$ cat config.mk
export PLATFORM = sky130hd
export DESIGN_NAME = sw_access_post_buffer
export DESIGN_NICKNAME = d
export VERILOG_FILES = /design/src/rtl/sw_access_post_buffer.sv
export SDC_FILE = /design/constraint.sdc
export NUM_CORES = 1
export LEC_CHECK = 0
export ABC_AREA = 1
export CORE_UTILIZATION = 47
export DETAILED_ROUTE_END_ITERATION = 10
export PLACE_DENSITY = 0.69
export SYNTH_ARGS = -nofsm -noshare
export SYNTH_HDL_FRONTEND = slang
export SYNTH_SLANG_ARGS = --single-unit
$ cat constraint.sdc
create_clock -name bus_clk -period 6.4 [get_ports bus_clk]
set_input_delay 1.6 -clock bus_clk [delete_from_list [all_inputs] [get_ports bus_clk]]
set_output_delay 1.6 -clock bus_clk [all_outputs]
set_load 0.02 [all_outputs]
$ cat src/rtl/sw_access_post_buffer.sv
`timescale 1ns/1ps
// sw_access_post_buffer
//   Posted-write buffer between the AHB-Lite widget's software-access port
//   and the generated register logic. Writes are pushed into a FIFO and
//   acknowledged right away. The FIFO drains one entry at a time to the
//   register logic. Reads wait until every posted write has drained, then
//   issue and return data plus error status.
//
// Optional feature: define SW_ACCESS_POST_BUFFER_TIMEOUT_EN to force an
//   error completion after TIMEOUT strobe cycles without reg_ack.
//
// Ports
//   bus_clk, bus_rst           clock, synchronous active-high reset
//   addr/w_vld/r_vld/byte_enable/sw_wr_bus   request from widget
//   sw_rd_bus/up_ack/up_err    completion to widget
//   reg_addr/reg_w_vld/reg_r_vld/reg_byte_enable/reg_wr_bus  strobe to regs
//   reg_rd_bus/reg_ack/reg_err response from regs
//   post_err                   pulse: a posted write finished with error
//   fifo_level                 posted-write FIFO occupancy (0..DEPTH)
module sw_access_post_buffer #(
  parameter int DEPTH   = 4,
  parameter int TIMEOUT = 255
) (
  input  logic                     bus_clk,
  input  logic                     bus_rst,
  input  logic [31:0]              addr,
  input  logic                     w_vld,
  input  logic                     r_vld,
  input  logic [3:0]               byte_enable,
  input  logic [31:0]              sw_wr_bus,
  output logic [31:0]              sw_rd_bus,
  output logic                     up_ack,
  output logic                     up_err,
  output logic [31:0]              reg_addr,
  output logic                     reg_w_vld,
  output logic                     reg_r_vld,
  output logic [3:0]               reg_byte_enable,
  output logic [31:0]              reg_wr_bus,
  input  logic [31:0]              reg_rd_bus,
  input  logic                     reg_ack,
  input  logic                     reg_err,
  output logic                     post_err,
  output logic [$clog2(DEPTH):0]   fifo_level
);

  localparam int AW = $clog2(DEPTH);
  localparam int LW = AW + 1;

  typedef struct packed {
    logic [31:0] addr;
    logic [3:0]  be;
    logic [31:0] data;
  } wr_entry_t;

  typedef enum logic [1:0] {IDLE, RD_WAIT_DRAIN, RD_ISSUE, RD_RESP} state_t;

  state_t      state, state_nxt;
  wr_entry_t   mem [DEPTH];
  wr_entry_t   push_ent, head;
  logic [AW-1:0] wr_ptr, rd_ptr, head_idx;
  logic [LW-1:0] lvl_rem;
  logic [31:0] rd_addr, issue_addr, rd_data_eff;
  logic        accept_ok, push, rd_accept, strobe, tmo, done, pop, rd_done;
  logic        err_eff, load_wr, drained, issue;

  assign accept_ok = (state == IDLE) && !up_ack;
  assign push      = accept_ok && w_vld && (fifo_level != LW'(DEPTH));
  // Simultaneous w_vld and r_vld: the write takes precedence.
  assign rd_accept = accept_ok && r_vld && !w_vld;
  assign push_ent  = '{addr: addr, be: byte_enable, data: sw_wr_bus};

  assign strobe  = reg_w_vld || reg_r_vld;
  assign done    = strobe && (reg_ack || tmo);
  assign pop     = reg_w_vld && done;
  assign rd_done = reg_r_vld && done;
  // tmo only fires without reg_ack, so a real ack keeps its own status.
  assign err_eff     = reg_err || tmo;
  assign rd_data_eff = tmo ? '0 : reg_rd_bus;

`ifdef SW_ACCESS_POST_BUFFER_TIMEOUT_EN
  localparam int CW = ($clog2(TIMEOUT + 1) > 8) ? 16 : 8;
  logic [CW-1:0] tmo_cnt;

  assign tmo = strobe && !reg_ack && (tmo_cnt == CW'(TIMEOUT - 1));

  // Counts strobe cycles of the current access; a completion (which is
  // also when the next write is presented) restarts it.
  always_ff @(posedge bus_clk) begin
    if (bus_rst || !strobe || done) tmo_cnt <= '0;
    else                            tmo_cnt <= tmo_cnt + 1'b1;
  end
`else
  assign tmo = 1'b0;
`endif

  // The presented entry stays in the FIFO until acked, so the level counts
  // it. After a pop the next head is either an older entry or, if the FIFO
  // would be empty, the write being pushed this cycle.
  assign lvl_rem  = fifo_level - LW'(pop);
  assign head_idx = pop ? rd_ptr + 1'b1 : rd_ptr;
  assign head     = (lvl_rem != '0) ? mem[head_idx] : push_ent;
  assign load_wr  = (!reg_w_vld || pop) && ((lvl_rem != '0) || push);

  assign drained    = (fifo_level == '0) && !reg_w_vld;
  assign issue_addr = (state == IDLE) ? addr : rd_addr;

  always_comb begin
    state_nxt = state;
    issue     = 1'b0;
    unique case (state)
      IDLE: begin
        if (rd_accept) begin
          // Nothing to drain: skip the wait state so the strobe starts next cycle.
          if (drained) begin
            state_nxt = RD_ISSUE;
            issue     = 1'b1;
          end else begin
            state_nxt = RD_WAIT_DRAIN;
          end
        end
      end
      RD_WAIT_DRAIN: begin
        if (drained) begin
          state_nxt = RD_ISSUE;
          issue     = 1'b1;
        end
      end
      RD_ISSUE: if (rd_done) state_nxt = RD_RESP;
      RD_RESP:  state_nxt = IDLE;
      default:  state_nxt = IDLE;
    endcase
  end

  always_ff @(posedge bus_clk) begin
    if (push) mem[wr_ptr] <= push_ent;
  end

  always_ff @(posedge bus_clk) begin
    if (bus_rst) begin
      state           <= IDLE;
      wr_ptr          <= '0;
      rd_ptr          <= '0;
      fifo_level      <= '0;
      rd_addr         <= '0;
      up_ack          <= 1'b0;
      up_err          <= 1'b0;
      sw_rd_bus       <= '0;
      post_err        <= 1'b0;
      reg_addr        <= '0;
      reg_w_vld       <= 1'b0;
      reg_r_vld       <= 1'b0;
      reg_byte_enable <= '0;
      reg_wr_bus      <= '0;
    end else begin
      state      <= state_nxt;
      fifo_level <= fifo_level + LW'(push) - LW'(pop);
      if (push)      wr_ptr  <= wr_ptr + 1'b1;
      if (pop)       rd_ptr  <= rd_ptr + 1'b1;
      if (rd_accept) rd_addr <= addr;

      up_ack    <= push || rd_done;
      up_err    <= rd_done && err_eff;
      sw_rd_bus <= rd_done ? rd_data_eff : '0;
      post_err  <= pop && err_eff;

      if (load_wr) begin
        reg_w_vld       <= 1'b1;
        reg_addr        <= head.addr;
        reg_byte_enable <= head.be;
        reg_wr_bus      <= head.data;
      end else if (pop) begin
        reg_w_vld <= 1'b0;
      end

      if (issue) begin
        reg_r_vld       <= 1'b1;
        reg_addr        <= issue_addr;
        reg_byte_enable <= '0;
        reg_wr_bus      <= '0;
      end else if (rd_done) begin
        reg_r_vld <= 1'b0;
      end
    end
  end

endmodule

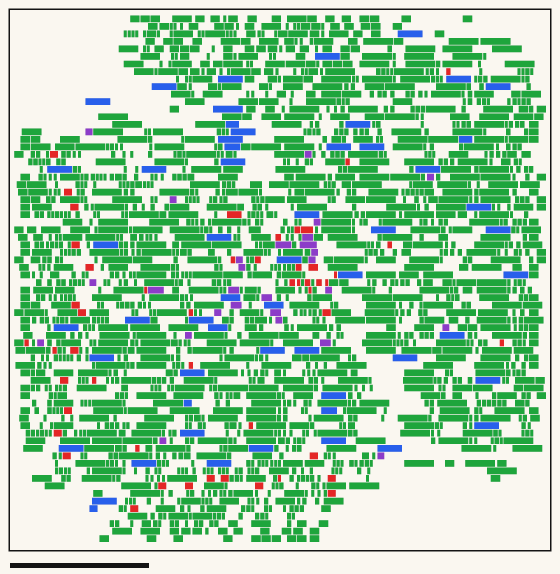
*Sizing map*
The bar under the picture is 50 µm long.
[green] x1 and smaller | cells: 1873 | most used: nand2_1
[red] x2 | cells: 50 | most used: a21oi_2
[purple] x3 and x4 | cells: 27 | most used: buf_4
[blue] x6 and larger | cells: 55 | most used: clkbuf_16
Synth-to-Final Area Change: 21.3%
final instance area: 21200 µm²
Signal buffers: 232
Final WS setup: 2.31 ns

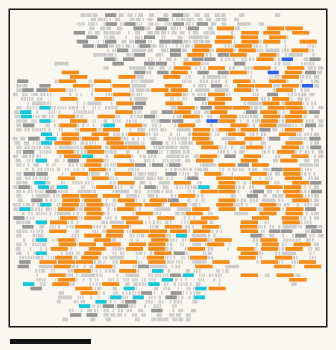
*Sequential cells colored by netlist name*
The bar under the picture is 50 µm long. Other sequential cells in the stronger gray, the rest of the logic in the fainter gray.
[cyan] reg_addr | sequential cells: 32
[blue] reg_byte_enable | sequential cells: 4 | where: top right
[orange] mem | sequential cells: 272
Seq/total area: 52.3%
Seq. cell area: 11100 µm²
P_seq: 3530 µW

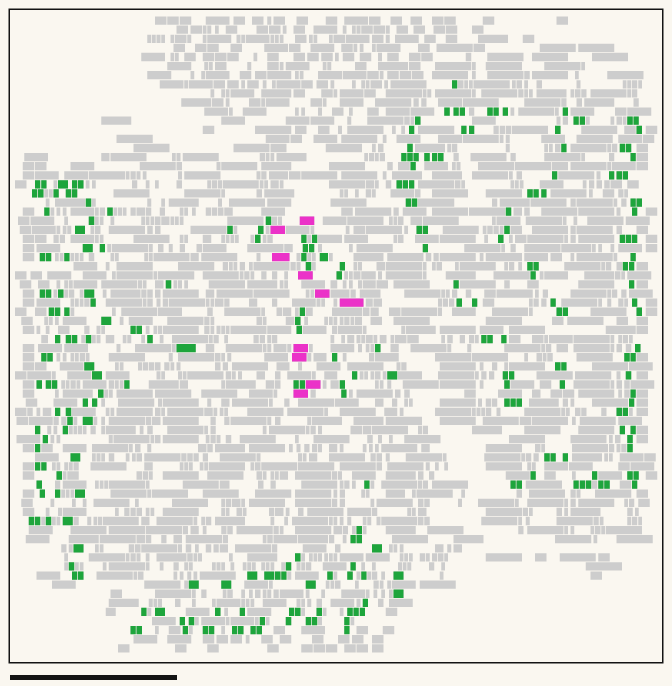
*Gate-type map*
The bar under the picture is 50 µm long.
[magenta] fa/ha/maj cells | cells: 10 | where: middle
[green] aoi and oai cells | cells: 253 | where: spread over the die
final std cells w/o fill: 2474
fraction of area in multi-input gates: 23.6%

==> impl_metrics.yaml <==
# flow metrics
status:
  status: "finished, final reports clean"
layout:
  n_fill_cell: 3130
  lay_top_count: "nand2_1"
  final_nets: 2084
timing:
  slew_viol_final: 0
  finalClockPeriodUsage_pct: 63.9
  rsz0062_at_grt: "false"
  finalSetupViolCount: 0
clock_tree:
  clkSlewWorstSetupHoldPaths_ns: 0.06
  cts_sinks: 418
  cts_resized: 0
  clk_latency_ns: 0.56
  root_buffer: "clkbuf_16"
synthesis:
  yosysCellCount: 1802
  numSynthFlops: 418
  ys_warn_count: 0
  syn_inst: 1802
  ys_chip_area_um2: 17500
  synth_area_um2: 17500
  async_reset_ff_share_pct: 0
  synth.distinct_cells: 30
  yosys.area.top_type_share_pct: 46.7
  flop_cell: "edfxtp_1"
  synth-edff-count: 272
  syn-num-nets: 1918
  synthTopCellsByArea: "edfxtp_1, dfxtp_1, nand3_1"
pwr:
  clock_power_share_pct: 25.4
  power_density_nw_per_um2: 449
  p_int_uw: 5850
  p_switching_uw: 3670
  power_frac_seq_pct: 37.1
  p_leak_uw: 0.00828
worst_setup_path:
  startpoint_type: "input pin"
  worstPathArrival_ns: 4.58
  cp_slowest_cell: "nor2_4"
  max_stage_delay_ns: 0.82
  crit_type: "input pin to register"
routing:
  wl_met3_mm: 3.26
  drc: 0
  dr.max_layer_used: "met5"
  wl_met2_mm: 20.9
placed_design:
  place.gp.congestion: 0.780
floorplanning:
  dieArea_um2: 38000
  die_w_um: 195
  die_y_um: 195
  ioPinCount: 214
grt:
  grt_max_degree: 98
  grt_pass1_wl_mm: 68.7
job:
  maxCapViolations: 0
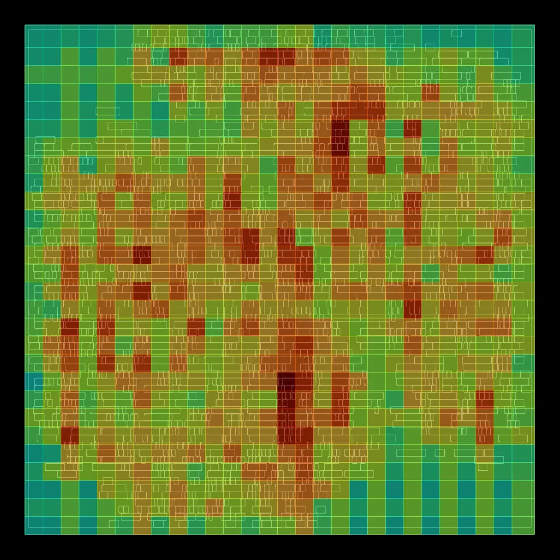
*Routing congestion*
met2 GRT Util: 38.1%
drt wl/cell: 17.5 µm

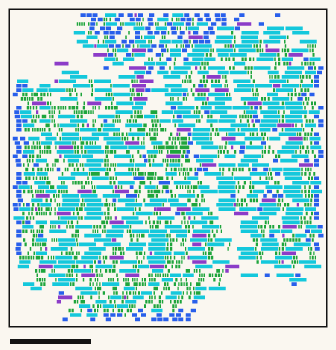
*Cells colored by class*
The bar under the picture is 50 µm long.
[green] remaining logic cells | cells: 1271 | share of their area: 28%
[blue] remaining buffers and delay cells | cells: 232 | share of their area: 11%
[purple] clock drivers and dummy loads | cells: 84 | share of their area: 6.7%
[cyan] registers | cells: 418 | share of their area: 54%
final core area utilization: 57.9%
Core Box Area: 36600 µm²
# rows: 70

[worst paths after layout]
path / startpoint / end / slack [ns] / depth (start not counted)
worst min-delay path: rd_addr[25]$_SDFFE_PP0P_ / rd_addr[25]$_SDFFE_PP0P_ / 0.45 / 2
worst min register to register: rd_addr[25]$_SDFFE_PP0P_ / rd_addr[25]$_SDFFE_PP0P_ / 0.45 / 2
worst max-delay path: w_vld / reg_wr_bus[1]$_SDFFE_PP0P_ / 2.31 / 9
worst max register to register: state[0]$_SDFFE_PP0P_ / reg_wr_bus[1]$_SDFFE_PP0P_ / 2.95 / 9
[final cells by class]
| type | count | area (µm²) | area share, % |
|---|---|---|---|
| Multi-Input combinational cell | 1045 | 5010 | 23.6 |
| Inverter | 226 | 850 | 4.00 |
| Clock buffer | 58 | 1190 | 5.63 |
| Timing Repair Buffer | 232 | 2310 | 10.9 |
| Tap cell | 468 | 586 | 2.76 |
| Clock inverter | 26 | 179 | 0.843 |
| Sequential cell | 418 | 11100 | 52.3 |
| Antenna cell | 1 | 2.50 | 0.0118 |
[registers in the layout, summed over array words and instances, names as in the netlist, 2 cells and up]
register         count
mem                272
rd_addr             32
reg_addr            32
reg_wr_bus          32
sw_rd_bus           32
reg_byte_enable      4
fifo_level           3
rd_ptr               2
state                2
wr_ptr               2
[critical path, delay by kind of cell]
kind            cells  cell delay (ns)
compound gates      3             0.91
simple gates        2             0.99
buf+inv             4             1.04
[power by group through the flow]
| stage | clock network [µW] | logic (µW) | registers [µW] |
|---|---|---|---|
| 4_1_cts | 2460 | 3580 | 3530 |
| 3_3_place_gp | 0 | 3490 | 3580 |
| 6_report | 2420 | 3570 | 3530 |
| 5_1_grt | 2560 | 3970 | 3570 |
| 3_5_place_dp | 0 | 3560 | 3580 |
| 2_1_floorplan | 0 | 2330 | 3740 |
[metal layers]
layer	up-vias	GRT usage, %
met5	-	0
met4	4	6.07
met3	62	3.66
met2	451	38.1
met1	6105	30.8
li1	6311	-
[cell families after synthesis]
group | Yosys count | synth area share [%]
buf+inv | 339 | 8.30
flops | 418 | 63.4
fa+ha+maj | 10 | 0.758
simple gates | 782 | 19.8
compound gates | 253 | 7.79
[stage by stage]
stage	cell area, µm²	std cells	power, µW	hold WS (ns)	worst slack, ns
after floorplan	17500	1802	6070	0.424	1.17
after global placement	19800	2389	7070	0.434	1.87
after detailed placement	19800	2389	7150	0.440	1.74
after CTS	21200	2473	9570	0.449	2.33
after global routing	21200	2474	10100	0.470	2.09
final	21200	2474	9520	0.448	2.31
[cell usage after synthesis (2+ instances only)]
cell type and instances:
nand2_1 354, nand3_1 273, edfxtp_1 272, inv_1 219
dfxtp_1 146, a21oi_1 122, nor2_1 108, o21ai_0 102
buf_2 55, clkbuf_1 36, nand3b_1 32, a21oi_2 22
buf_6 10, buf_4 9, ha_1 9, inv_2 7
nand2_2 5, o21ai_1 5, nand4_1 3, buf_1 2
nor2_2 2
Power is estimated from default activity; no workload was simulated.
